==> src/rtl/ram_scan_reader_if.sv <==
// RAM read port and display bundle between ram_scan_reader, the nibble RAM
// and the 7-segment converters.
interface ram_scan_reader_if #(
   parameter int ADDR_W = 5,
   parameter int DATA_W = 4
) ();
   logic              rd_en;
   logic [ADDR_W-1:0] rd_addr;
   logic [DATA_W-1:0] rd_data;
   logic [ADDR_W-1:0] disp_addr;
   logic [DATA_W-1:0] disp_data;
   logic              disp_valid;
   logic              wrap;

   modport master (
      output rd_en, rd_addr, disp_addr, disp_data, disp_valid, wrap,
      input  rd_data
   );

   modport slave (
      input  rd_en, rd_addr, disp_addr, disp_data, disp_valid, wrap,
      output rd_data
   );
endinterface

==> src/rtl/ram_scan_reader.sv <==
// Walks the RAM read port one address per trigger (prescaler tick or key edge)
// and latches each (address, data) pair for display. SCAN_DIR_EN adds a dir input.
//
// state   | meaning
// --------+-------------------------------------------------------------
// IDLE    | waiting for a trigger; rd_en low, outputs hold
// ISSUE   | rd_en high for one cycle with rd_addr = cur_addr
// CAPTURE | registered RAM data valid; latch display, advance cur_addr
module ram_scan_reader #(
   parameter int ADDR_W   = 5,
   parameter int DATA_W   = 4,
   parameter int DEPTH    = 32,
   parameter int TICK_DIV = 50000000
) (
   input  logic clk,
   input  logic rst_n,
   input  logic run,
   input  logic step,
`ifdef SCAN_DIR_EN
   input  logic dir,
`endif
   ram_scan_reader_if.master bus
);

   localparam int PW = (TICK_DIV > 1) ? $clog2(TICK_DIV) : 1;
   localparam logic [PW-1:0]     P_LAST = PW'(TICK_DIV - 1);
   localparam logic [ADDR_W-1:0] A_LAST = ADDR_W'(DEPTH - 1);

   typedef enum logic [1:0] {IDLE, ISSUE, CAPTURE} state_t;

   state_t            state;
   logic [ADDR_W-1:0] cur_addr;
   logic [PW-1:0]     prescaler;
   logic              step_q;

   logic              tick;
   logic              step_edge;
   logic              trigger;
   logic [ADDR_W-1:0] next_addr;
   logic              at_wrap;

   assign tick      = (prescaler == P_LAST);
   assign step_edge = step & ~step_q;
   // run selects the source, so a key edge while auto-scanning is ignored
   assign trigger   = (run & tick) | (~run & step_edge);

   always_comb begin
      at_wrap   = (cur_addr == A_LAST);
      next_addr = at_wrap ? '0 : cur_addr + ADDR_W'(1);
`ifdef SCAN_DIR_EN
      if (dir) begin
         at_wrap   = (cur_addr == '0);
         next_addr = at_wrap ? A_LAST : cur_addr - ADDR_W'(1);
      end
`endif
   end

   // Free-running while auto-scanning, including while a read is in flight.
   always_ff @(posedge clk or negedge rst_n) begin
      if (!rst_n) begin
         prescaler <= '0;
         step_q    <= 1'b0;
      end else begin
         step_q <= step;
         if (!run || tick)
            prescaler <= '0;
         else
            prescaler <= prescaler + PW'(1);
      end
   end

   always_ff @(posedge clk or negedge rst_n) begin
      if (!rst_n) begin
         state          <= IDLE;
         cur_addr       <= '0;
         bus.rd_en      <= 1'b0;
         bus.rd_addr    <= '0;
         bus.disp_addr  <= '0;
         bus.disp_data  <= '0;
         bus.disp_valid <= 1'b0;
         bus.wrap       <= 1'b0;
      end else begin
         bus.rd_en <= 1'b0;
         bus.wrap  <= 1'b0;
         case (state)
            IDLE: begin
               if (trigger) begin
                  bus.rd_en   <= 1'b1;
                  bus.rd_addr <= cur_addr;
                  state       <= ISSUE;
               end
            end
            ISSUE: begin
               state <= CAPTURE;
            end
            CAPTURE: begin
               bus.disp_data  <= bus.rd_data;
               bus.disp_addr  <= cur_addr;
               bus.disp_valid <= 1'b1;
               bus.wrap       <= at_wrap;
               cur_addr       <= next_addr;
               state          <= IDLE;
            end
            default: state <= IDLE;
         endcase
      end
   end

endmodule

==> src/flat_wrapper.sv <==
// flat-port wrapper written by rule: the top's interface ports become plain ports
module ram_scan_reader_flat 
#(
   parameter int ADDR_W   = 5,
   parameter int DATA_W   = 4,
   parameter int DEPTH    = 32,
   parameter int TICK_DIV = 50000000
)
  (clk, rst_n, run, step, bus_rd_en, bus_rd_addr, bus_disp_addr, bus_disp_data, bus_disp_valid, bus_wrap, bus_rd_data);
  ram_scan_reader_if #(.ADDR_W(ADDR_W), .DATA_W(DATA_W)) bus_i ();
  input  logic clk;
  input  logic rst_n;
  input  logic run;
  input  logic step;
  output wire logic [$bits(bus_i.rd_en)-1:0] bus_rd_en;
  output wire logic [$bits(bus_i.rd_addr)-1:0] bus_rd_addr;
  output wire logic [$bits(bus_i.disp_addr)-1:0] bus_disp_addr;
  output wire logic [$bits(bus_i.disp_data)-1:0] bus_disp_data;
  output wire logic [$bits(bus_i.disp_valid)-1:0] bus_disp_valid;
  output wire logic [$bits(bus_i.wrap)-1:0] bus_wrap;
  input wire logic [$bits(bus_i.rd_data)-1:0] bus_rd_data;
  assign bus_rd_en = bus_i.rd_en;
  assign bus_rd_addr = bus_i.rd_addr;
  assign bus_disp_addr = bus_i.disp_addr;
  assign bus_disp_data = bus_i.disp_data;
  assign bus_disp_valid = bus_i.disp_valid;
  assign bus_wrap = bus_i.wrap;
  assign bus_i.rd_data = bus_rd_data;
  ram_scan_reader #(.ADDR_W(ADDR_W), .DATA_W(DATA_W), .DEPTH(DEPTH), .TICK_DIV(TICK_DIV)) u_core (.clk(clk), .rst_n(rst_n), .run(run), .step(step), .bus(bus_i));
endmodule
==> config.mk <==
export PLATFORM = sky130hd
export DESIGN_NAME = ram_scan_reader_flat
export DESIGN_NICKNAME = d
export VERILOG_FILES = /design/src/rtl/ram_scan_reader_if.sv /design/src/rtl/ram_scan_reader.sv /design/src/flat_wrapper.sv
export SDC_FILE = /design/constraint.sdc
export NUM_CORES = 1
export LEC_CHECK = 0
export CORE_MARGIN = 5
export CORE_UTILIZATION = 50
export DETAILED_ROUTE_END_ITERATION = 12
export MAX_ROUTING_LAYER = met4
export PLACE_DENSITY = 0.72
export SLEW_MARGIN = 25
export SYNTH_ARGS = -nofsm -noshare
export SYNTH_HDL_FRONTEND = slang
export SYNTH_SLANG_ARGS = --single-unit
==> constraint.sdc <==
create_clock -name clk -period 1.87 [get_ports clk]
set_clock_uncertainty 0.2 [all_clocks]
set_input_delay 0.561 -clock clk [delete_from_list [all_inputs] [get_ports clk]]
set_output_delay 0.561 -clock clk [all_outputs]
set_load 0.03 [all_outputs]
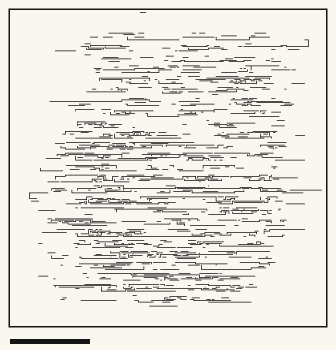
Run 1: the metal 1 layer
Bar = 20 µm.
wire length on this layer: 2620 µm
share of all routed wire: 40%
main direction: horizontal
longest straight run: 23.0 µm
nets with wire on the layer: 289
overall routed net length: 6.62 mm
GR met1 Demand/Resource: 25.4%
total vias in the final route: 2076

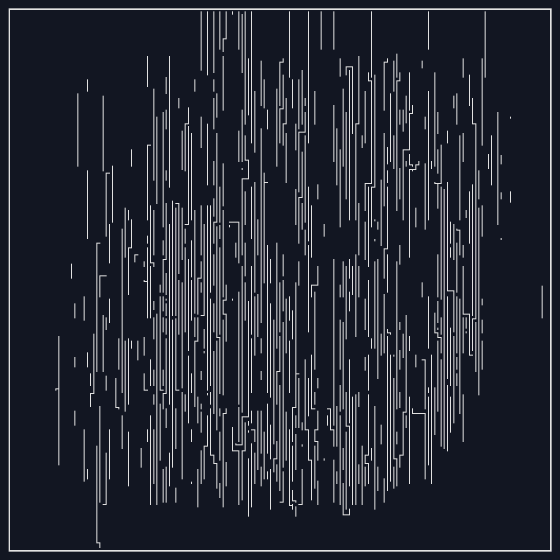
Run 1: M2 wires
main direction: vertical
wire length on this layer: 3500 µm
longest straight run: 37.7 µm

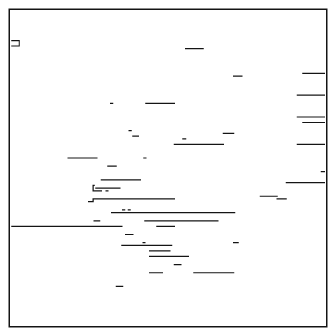
Run 1: signal wires on met3
wire length on this layer: 264 µm
main direction: horizontal
share of all routed wire: 4.0%
nets with wire on the layer: 29
met3 track demand over resource in global routing: 5.16%

## run 1: final timing paths
check | cells after the start | startpoint | slack (ns) | endpoint
max in group asynchronous | 2 | rst_n | 1.20 | u_core.bus.disp_data[3]
min in group clk | 1 | u_core.bus.disp_valid | 0.26 | u_core.bus.disp_valid
max | 6 | u_core.prescaler[10] | -0.30 | u_core.prescaler[19]
max reg2reg | 6 | u_core.prescaler[10] | -0.30 | u_core.prescaler[19]
min | 2 | rst_n | 0.01 | u_core.prescaler[0]
min reg2reg | 1 | u_core.bus.disp_valid | 0.26 | u_core.bus.disp_valid
## run 1: worst reg2reg max path, cell delays in order (launching register included)
cell and delay (ns):
dfrtp_1 0.42, buf_6 0.12, nand4_1 0.19, buf_4 0.21, or4_4 0.44, or3_1 0.40, a21oi_1 0.14
==> reports/qor.log, run 1 <==
INFO  finish         stdcell_count=355
INFO  synth          yosys_register_bits=51
INFO  finish         seq_total_area=36.6%
INFO  die            fp_util=50.6%
INFO  final_timing   rsz_0062_raised_after_global_routing=true
INFO  route          wl_met3=263µm
INFO  power_and_ir_drop netSwitchingFraction=29.4%
INFO  route          highest-signal-layer=met4
INFO  synth          ys_area=2360µm²
INFO  place          post_placement_setup_slack=-0.603ns
INFO  setup_path     critPathCaptureType=flip-flop
INFO  clock_tree     tritoncts_clock_tree=done
INFO  global_route   grt_antenna_before_repair=0
INFO  finish         buffer_area_share=22.0%
INFO  die            die_width=78.7µm
INFO  finish         seqCellArea=1280µm²
INFO  power_and_ir_drop switchingPower=0.000871W
INFO  synth          most_frequent_cell_after_synthesis=dfrtp_1
INFO  final_timing   setup_viol=33
INFO  status         outcome=complete, but fails checks
INFO  job            number_of_warning_messages_in_the_logs=30
INFO  power_and_ir_drop clock_net_power=0.000914W
INFO  clock_tree     tritoncts.num_buffers=5
INFO  setup_path     start_kind=flip-flop
INFO  route          detailedRoute.firstPassIterationCount=4
INFO  finish         number_of_ordinary_and_repair_buffers_in_the_finished_layout=86
INFO  route          dr_wl_met2=3.50mm
INFO  power_and_ir_drop fin_total_pwr=0.00296W
INFO  global_route   first_pass_grt_wire_length=10.2mm
INFO  global_route   global_route_track_usage_on_met2=36.0%
INFO  synth          post_synth_most_frequent_cells=51 x dfrtp_1, 20 x nor2_1, 17 x mux2_2
INFO  final_timing   fin_ws=-0.297ns
INFO  synth          syn-num-nets=228
INFO  finish         layout.cell_area.non_filler=3490µm²
INFO  finish         clock_buffer_count=5
INFO  final_timing   timing.final.max_slew_violations=0
INFO  synth          compound_area_share=7.43%
INFO  synth          synth_top_area_share=54.1%
INFO  global_route   grt_util_all_layers=21.9%
INFO  synth          synth_stat.cells=216
INFO  final_timing   hold_viol_final=0
INFO  finish         flop-count=51
INFO  clock_tree     cts.reportedPaths.clkPinSlew=0.10ns
INFO  power_and_ir_drop power.clock.fraction=30.9%
INFO  global_route   grt_most_used_layer=met2
INFO  finish         final_cell_mix=50 x buf_4, 50 x dfrtp_1, 16 x mux2_2
INFO  die            tap_cells=54
INFO  power_and_ir_drop power_leakage=1.52nW
INFO  place          place.port_buffers=24
INFO  route          m1WireLength=2.62mm
INFO  finish         logic_area=1210µm²
INFO  die            fp-row-count=25
INFO  finish         area_growth_syn_to_layout=47.9%
INFO  final_timing   timing.max_slew.rel_slack=66.7%
INFO  synth          post_synth_mux_area_share=8.12%
INFO  synth          yosys.area_share.xor_xnor=4.83%
INFO  route          route.antenna.remaining_nets=0
INFO  finish         largest_register_ff_count=26
INFO  clock_tree     cts-resized-gates=38
INFO  synth          simple_gate_share_of_the_synthesized_area=20.6%
INFO  clock_tree     clk_lat_worst_skew=0.31ns
INFO  finish         layout-drive-gt1-share=44.9%
INFO  power_and_ir_drop p_comb=0.000719W
INFO  final_timing   worst-slew-pin-transition=0.495ns
INFO  status         failed_checks=negative setup slack
INFO  finish         n_antenna_cell=0
INFO  finish         combAreaFraction=34.8%
INFO  power_and_ir_drop peakVddDrop=0.514mV
INFO  clock_tree     clock_root_cell=clkbuf_8
INFO  synth          synth.logic.top_family=simple AND/OR/NAND/NOR gates
INFO  finish         clk_share=3.91%
INFO  final_timing   period_used_share=116%
INFO  synth          ys_dominant_reg_cell=dfrtp_1
INFO  place          dpl-instance-area=3030µm²
INFO  synth          edff_count_synth=0
INFO  synth          area_contributors_post_synth=dfrtp_1 54%, mux2_2 8.1%, xnor2_1 3.3%, nor2_1 3.2%, nand3_1 2.5%
INFO  power_and_ir_drop power.density_cell_area=850nW/µm²
INFO  route          drt_iter0_markers=134
INFO  clock_tree     post_cts_buffers=5
INFO  route          post_drt_via_cell_ratio=5.85
INFO  finish         utilization_after_layout=74.8%
Run 1, routing congestion:
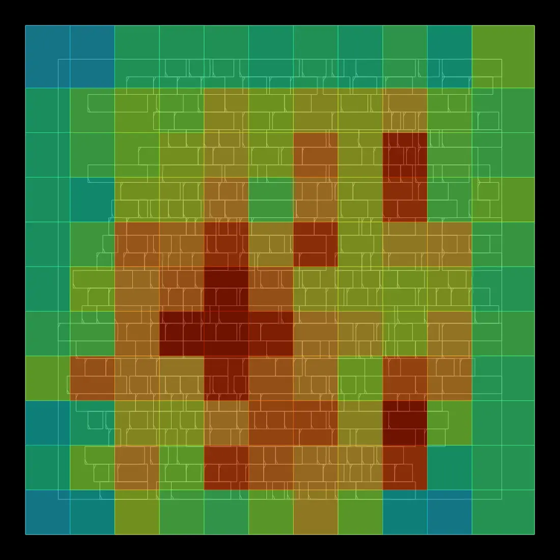

==> run 2: changes to the inputs <==
--- a/config.mk
+++ b/config.mk
@@ -8,9 +8,12 @@
 export CORE_MARGIN = 5
 export CORE_UTILIZATION = 50
 export DETAILED_ROUTE_END_ITERATION = 12
+export HOLD_SLACK_MARGIN = 0.15
 export MAX_ROUTING_LAYER = met4
 export PLACE_DENSITY = 0.72
+export SKIP_CTS_REPAIR_TIMING = 1
 export SLEW_MARGIN = 25
 export SYNTH_ARGS = -nofsm -noshare
 export SYNTH_HDL_FRONTEND = slang
 export SYNTH_SLANG_ARGS = --single-unit
+export TNS_END_PERCENT = 30
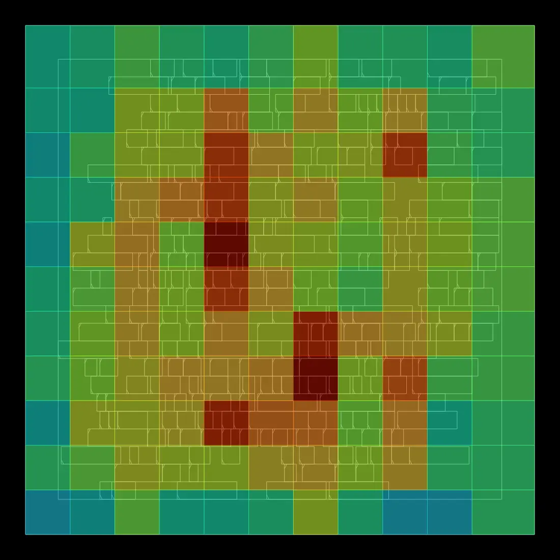
Run 2: routing congestion
Total Routing Usage GR: 18.0%
Wirelength per Cell: 15.3 µm
GR peak layer: met2
global-route track usage on met2: 27.8%
GR met1 Demand/Resource: 23.4%

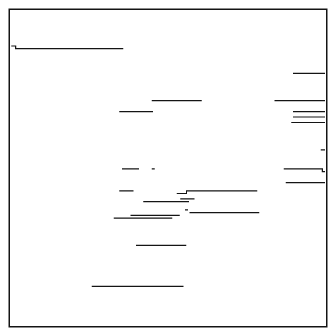
Run 2: signal wires on met3
share of all routed wire: 4.6%
nets with wire on the layer: 18

==> reports/qor.log, run 2 <==
INFO  finish         layout-drive-gt1-share=30.4% [was 44.9%]
INFO  synth          post_synth_most_frequent_cells=51 x dfrtp_1, 20 x nor2_1, 17 x mux2_2 [unchanged]
INFO  power_and_ir_drop switchingPower=0.000840W [was 0.000871 W]
INFO  synth          yosys.area_share.xor_xnor=4.83% [unchanged]
INFO  synth          simple_gate_share_of_the_synthesized_area=20.6% [unchanged]
INFO  power_and_ir_drop p_comb=0.000699W [was 0.000719 W]
INFO  setup_path     path_class=primary input to flip-flop [was flip-flop to flip-flop]
INFO  power_and_ir_drop pg_seq=0.00133W [about the same]
INFO  power_and_ir_drop netSwitchingFraction=29.9% [was 29.4%]
INFO  setup_path     critical_path.startpoint=run [was u_core.prescaler[10]]
INFO  status         failed_checks=negative setup slack [unchanged]
INFO  place          place.port_buffers=24 [unchanged]
INFO  global_route   met3_usage=4.01% [was 5.16%]
INFO  clock_tree     clk_lat_worst_skew=0.31ns [about the same]
INFO  power_and_ir_drop fin_total_pwr=0.00281W [was 0.00296 W]
INFO  route          m1WireLength=2.27mm [was 2.62 mm]
INFO  power_and_ir_drop combPwrFrac=24.8% [was 24.3%]
INFO  setup_path     worst_r2r_startpoint=u_core.prescaler[8] [was u_core.prescaler[10]]
INFO  place          post_placement_setup_slack=-0.578ns [was -0.603 ns]
INFO  synth          synth_top_area_share=54.1% [unchanged]
INFO  clock_tree     tritoncts.num_buffers=5 [unchanged]
INFO  route          dr_wl_met2=2.52mm [was 3.50 mm]
INFO  synth          post_synth_mux_area_share=8.12% [unchanged]
INFO  status         outcome=complete, but fails checks [unchanged]
INFO  final_timing   worst-slew-pin-transition=0.428ns [was 0.495 ns]
INFO  synth          yosys_register_bits=51 [unchanged]
INFO  power_and_ir_drop clock_net_power=0.000785W [was 0.000914 W]
INFO  hold_path      min-delay-start=u_core.bus.disp_valid
INFO  clock_tree     tritoncts_clock_tree=done [unchanged]
INFO  synth          ys_dominant_reg_cell=dfrtp_1 [unchanged]
INFO  route          post_drt_via_cell_ratio=5.59 [was 5.85]
INFO  clock_tree     clock_root_cell=clkbuf_8 [unchanged]
INFO  synth          edff_count_synth=0 [unchanged]
INFO  synth          synth.logic.top_family=simple AND/OR/NAND/NOR gates [unchanged]
INFO  power_and_ir_drop peakVddDrop=0.548mV [was 0.514 mV]
INFO  power_and_ir_drop power.density_cell_area=878nW/µm² [was 850 nW/µm²]
INFO  route          highest-signal-layer=met4 [unchanged]
INFO  setup_path     setup.worst_path.end=u_core.bus.rd_addr[0] [was u_core.prescaler[19]]
INFO  finish         final_cell_mix=51 x dfrtp_1, 37 x buf_4, 20 x nor2_1 [was 50 x buf_4, 50 x dfrtp_1, 16 x mux2_2]
INFO  final_timing   setup_viol=31 [was 33]
INFO  route          totalWireLength=5.11mm [was 6.62 mm]
INFO  finish         area_growth_syn_to_layout=35.8% [was 47.9%]
INFO  power_and_ir_drop power.clock.fraction=27.9% [was 30.9%]
INFO  die            fp_util=50.6% [unchanged]
INFO  synth          most_frequent_cell_after_synthesis=dfrtp_1 [unchanged]
INFO  setup_path     worst_path_dominant_cell_family=simple AND/OR/NAND/NOR gates [unchanged]
INFO  synth          synth_cell_types=34 [unchanged]
INFO  route          drt_iter0_markers=110 [was 134]
INFO  synth          synth_stat.cells=216 [unchanged]
INFO  final_timing   timing.max_slew.rel_slack=71.2% [was 66.7%]
INFO  synth          syn-num-nets=228 [unchanged]
INFO  route          route.antenna.remaining_nets=0 [unchanged]
INFO  finish         largest_register_ff_count=26 [unchanged]
INFO  route          wl_met3=232µm [was 263 µm]
INFO  setup_path     critPathCaptureType=flip-flop [unchanged]
INFO  die            die_width=78.7µm [unchanged]
INFO  synth          area_contributors_post_synth=dfrtp_1 54%, mux2_2 8.1%, xnor2_1 3.3%, nor2_1 3.2%, nand3_1 2.5% [unchanged]
INFO  global_route   grt_antenna_before_repair=0 [unchanged]
INFO  setup_path     reg2reg_depth=5 [was 6]
INFO  setup_path     start_kind=primary input [was flip-flop]
INFO  global_route   first_pass_grt_wire_length=8.40mm [was 10.2 mm]
INFO  finish         n_antenna_cell=0 [unchanged]
INFO  final_timing   fin_ws=-0.185ns [was -0.297 ns]
INFO  final_timing   timing.final.max_slew_violations=0 [unchanged]
INFO  place          dpl-instance-area=2950µm² [was 3030 µm²]
INFO  setup_path     critical_path_depth_in_cells=5 [was 6]
INFO  setup_path     critical_path_peak_fanout=7 [was 5]
INFO  finish         utilization_after_layout=68.7% [was 74.8%]
INFO  die            fp-row-count=25 [unchanged]
INFO  clock_tree     cts.reportedPaths.clkPinSlew=0.10ns [about the same]
INFO  synth          compound_area_share=7.43% [unchanged]
INFO  route          vias=1867 [was 2076]
INFO  setup_path     ff2ff_setup_slack=-0.17ns [was -0.30 ns]
INFO  power_and_ir_drop power_leakage=1.56nW [was 1.52 nW]
INFO  final_timing   rsz_0062_raised_after_global_routing=true [unchanged]
INFO  finish         stdcell_count=334 [was 355]
## run 2: netlist changes by cell type in the layout (fill, tap and decap cells not counted), moves of 4 or more
cell | before | now
dlymetal6s2s_1 | 0 | 17
nor2_1 | 5 | 20
nor2_2 | 14 | 0
buf_4 | 50 | 37
dlygate4sd2_1 | 13 | 0
buf_6 | 7 | 1
a21oi_1 | 3 | 8
a21oi_2 | 7 | 3
## run 2: layout make-up
class	instances	area [µm²]	area share [%]
Clock buffer	5	68.8	2.15
Clock inverter	3	46.3	1.45
Inverter	6	22.5	0.704
Multi-Input combinational cell	150	1100	34.4
Sequential cell	51	1280	39.9
Tap cell	54	67.6	2.11
Timing Repair Buffer	65	617	19.3
Run 2, nets reached from selected ports:
Bar = 20 µm.
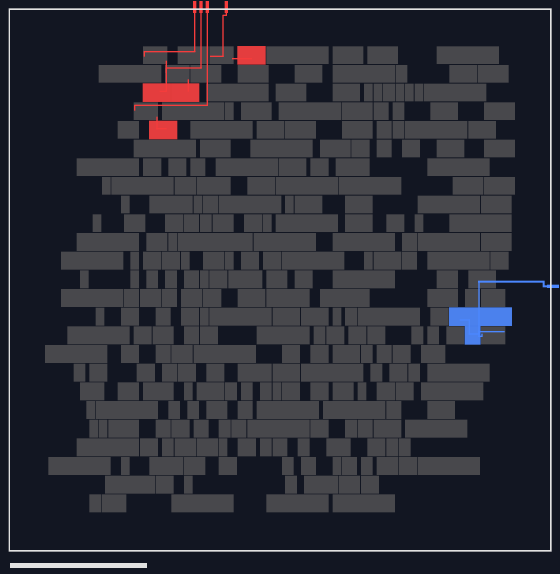

==> run 3: changes to the inputs <==
--- a/config.mk
+++ b/config.mk
@@ -9,9 +9,7 @@
 export CORE_UTILIZATION = 50
 export DETAILED_ROUTE_END_ITERATION = 12
 export HOLD_SLACK_MARGIN = 0.15
-export MAX_ROUTING_LAYER = met4
 export PLACE_DENSITY = 0.72
-export SKIP_CTS_REPAIR_TIMING = 1
 export SLEW_MARGIN = 25
 export SYNTH_ARGS = -nofsm -noshare
 export SYNTH_HDL_FRONTEND = slang
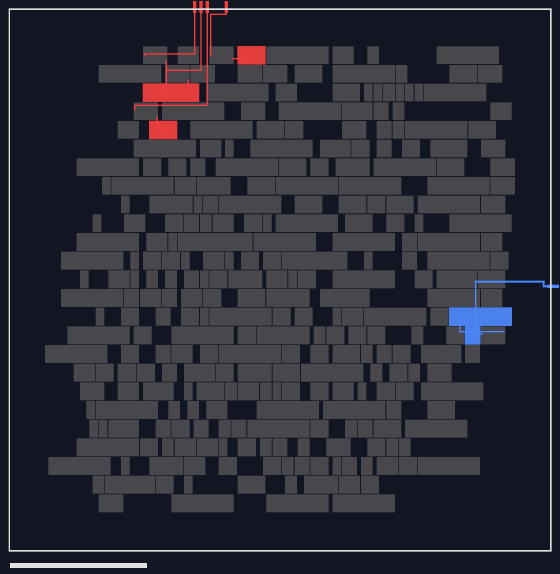
Run 3: nets reached from selected ports
Bar = 20 µm.
| color | port | bits | direction | end cells | buffers | wire |
|---|---|---|---|---|---|---|
| blue | step | 1 | input | 2 | 1 | 28.1 µm |
| red | bus_rd_data | 4 | input | 4 | 4 | 74.4 µm |
input/output buffers: 24
Top Ports: 25

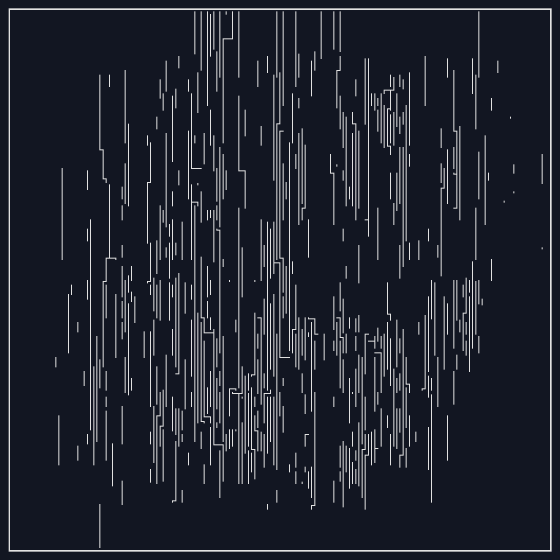
Run 3: M2 wires
share of all routed wire: 49%
wire length on this layer: 2530 µm
nets with wire on the layer: 264
main direction: vertical
overall routed net length: 5.12 mm
total vias in the final route: 1885
global-route track usage on met2: 27.7%

==> reports/qor.log, run 3 <==
INFO  status         outcome=complete, but fails checks [unchanged]
INFO  status         failed_checks=negative setup slack [unchanged]
INFO  finish         logic_area=1140µm² [was 1100 µm²]
INFO  route          post_drt_via_cell_ratio=5.53 [was 5.59]
INFO  final_timing   setup_viol=31 [unchanged]
INFO  final_timing   fin_ws=-0.171ns [was -0.185 ns]
INFO  synth          yosys_register_bits=51 [unchanged]
INFO  place          dpl-instance-area=2950µm² [unchanged]
INFO  finish         area_growth_syn_to_layout=38.4% [was 35.8%]
INFO  route          drt_iter0_markers=91 [was 110]
INFO  synth          edff_count_synth=0 [unchanged]
INFO  place          post_placement_setup_slack=-0.578ns [unchanged]
INFO  finish         utilization_after_layout=70.0% [was 68.7%]
INFO  die            fp_util=50.6% [unchanged]
INFO  route          route.antenna.remaining_nets=0 [unchanged]
INFO  synth          synth_stat.cells=216 [unchanged]
INFO  power_and_ir_drop pg_seq=0.00133W [about the same]
INFO  finish         final_cell_mix=50 x dfrtp_1, 45 x buf_4, 20 x nor2_1 [was 51 x dfrtp_1, 37 x buf_4, 20 x nor2_1]
INFO  finish         layout.cells.largest_class=flip-flops and latches [unchanged]
INFO  route          wirelength_per_cell=15.0µm [was 15.3 µm]
INFO  finish         flop-count=51 [unchanged]
INFO  finish         buffer_area_share=19.4% [was 19.3%]
INFO  die            tap_cells=54 [unchanged]
INFO  finish         layout-drive-gt1-share=34.8% [was 30.4%]
INFO  synth          area_contributors_post_synth=dfrtp_1 54%, mux2_2 8.1%, xnor2_1 3.3%, nor2_1 3.2%, nand3_1 2.5% [unchanged]
INFO  finish         largest_register_ff_count=26 [unchanged]
INFO  clock_tree     clock_root_cell=clkbuf_8 [unchanged]
INFO  power_and_ir_drop netSwitchingFraction=30.3% [was 29.9%]
INFO  synth          syn-num-nets=228 [unchanged]
INFO  global_route   first_pass_grt_wire_length=8.58mm [was 8.40 mm]
INFO  power_and_ir_drop peakVddDrop=0.550mV [was 0.548 mV]
INFO  setup_path     critPathCaptureType=flip-flop [unchanged]
INFO  die            die_width=78.7µm [unchanged]
INFO  power_and_ir_drop power.density_cell_area=853nW/µm² [was 878 nW/µm²]
INFO  finish         layout.cell_area.non_filler=3260µm² [was 3200 µm²]
INFO  route          wl_met3=190µm [was 232 µm]
INFO  synth          most_frequent_cell_after_synthesis=dfrtp_1 [unchanged]
INFO  synth          simple_gate_share_of_the_synthesized_area=20.6% [unchanged]
INFO  final_timing   rsz_0062_raised_after_global_routing=true [unchanged]
INFO  synth          post_synth_most_frequent_cells=51 x dfrtp_1, 20 x nor2_1, 17 x mux2_2 [unchanged]
-- run 3: cell counts after synthesis --
No cell type changed its count.
-- run 3: final timing paths --
kind	cells past startpoint	end	slack [ns]	startpoint
hold / removal	1	u_core.bus.disp_valid	0.29	u_core.bus.disp_valid
max in group asynchronous	3	u_core.prescaler[7]	0.66	rst_n
min in group asynchronous	3	u_core.prescaler[14]	0.55	rst_n
setup reg to reg	6	u_core.prescaler[8]	-0.17	u_core.prescaler[8]
hold reg to reg	1	u_core.bus.disp_valid	0.29	u_core.bus.disp_valid
setup / recovery	6	u_core.prescaler[8]	-0.17	u_core.prescaler[8]
-- run 3: repair_timing --
action,4_1_cts,5_1_grt
setup buffers,1,9
gates resized,29,24
hold endpoints to repair,51,0
setup endpoints to repair,48,43
cloned,0,1
hold buffers,1,0
pin swaps,10,6
Power figures rest on the tool's default switching activity, not on a simulated workload.
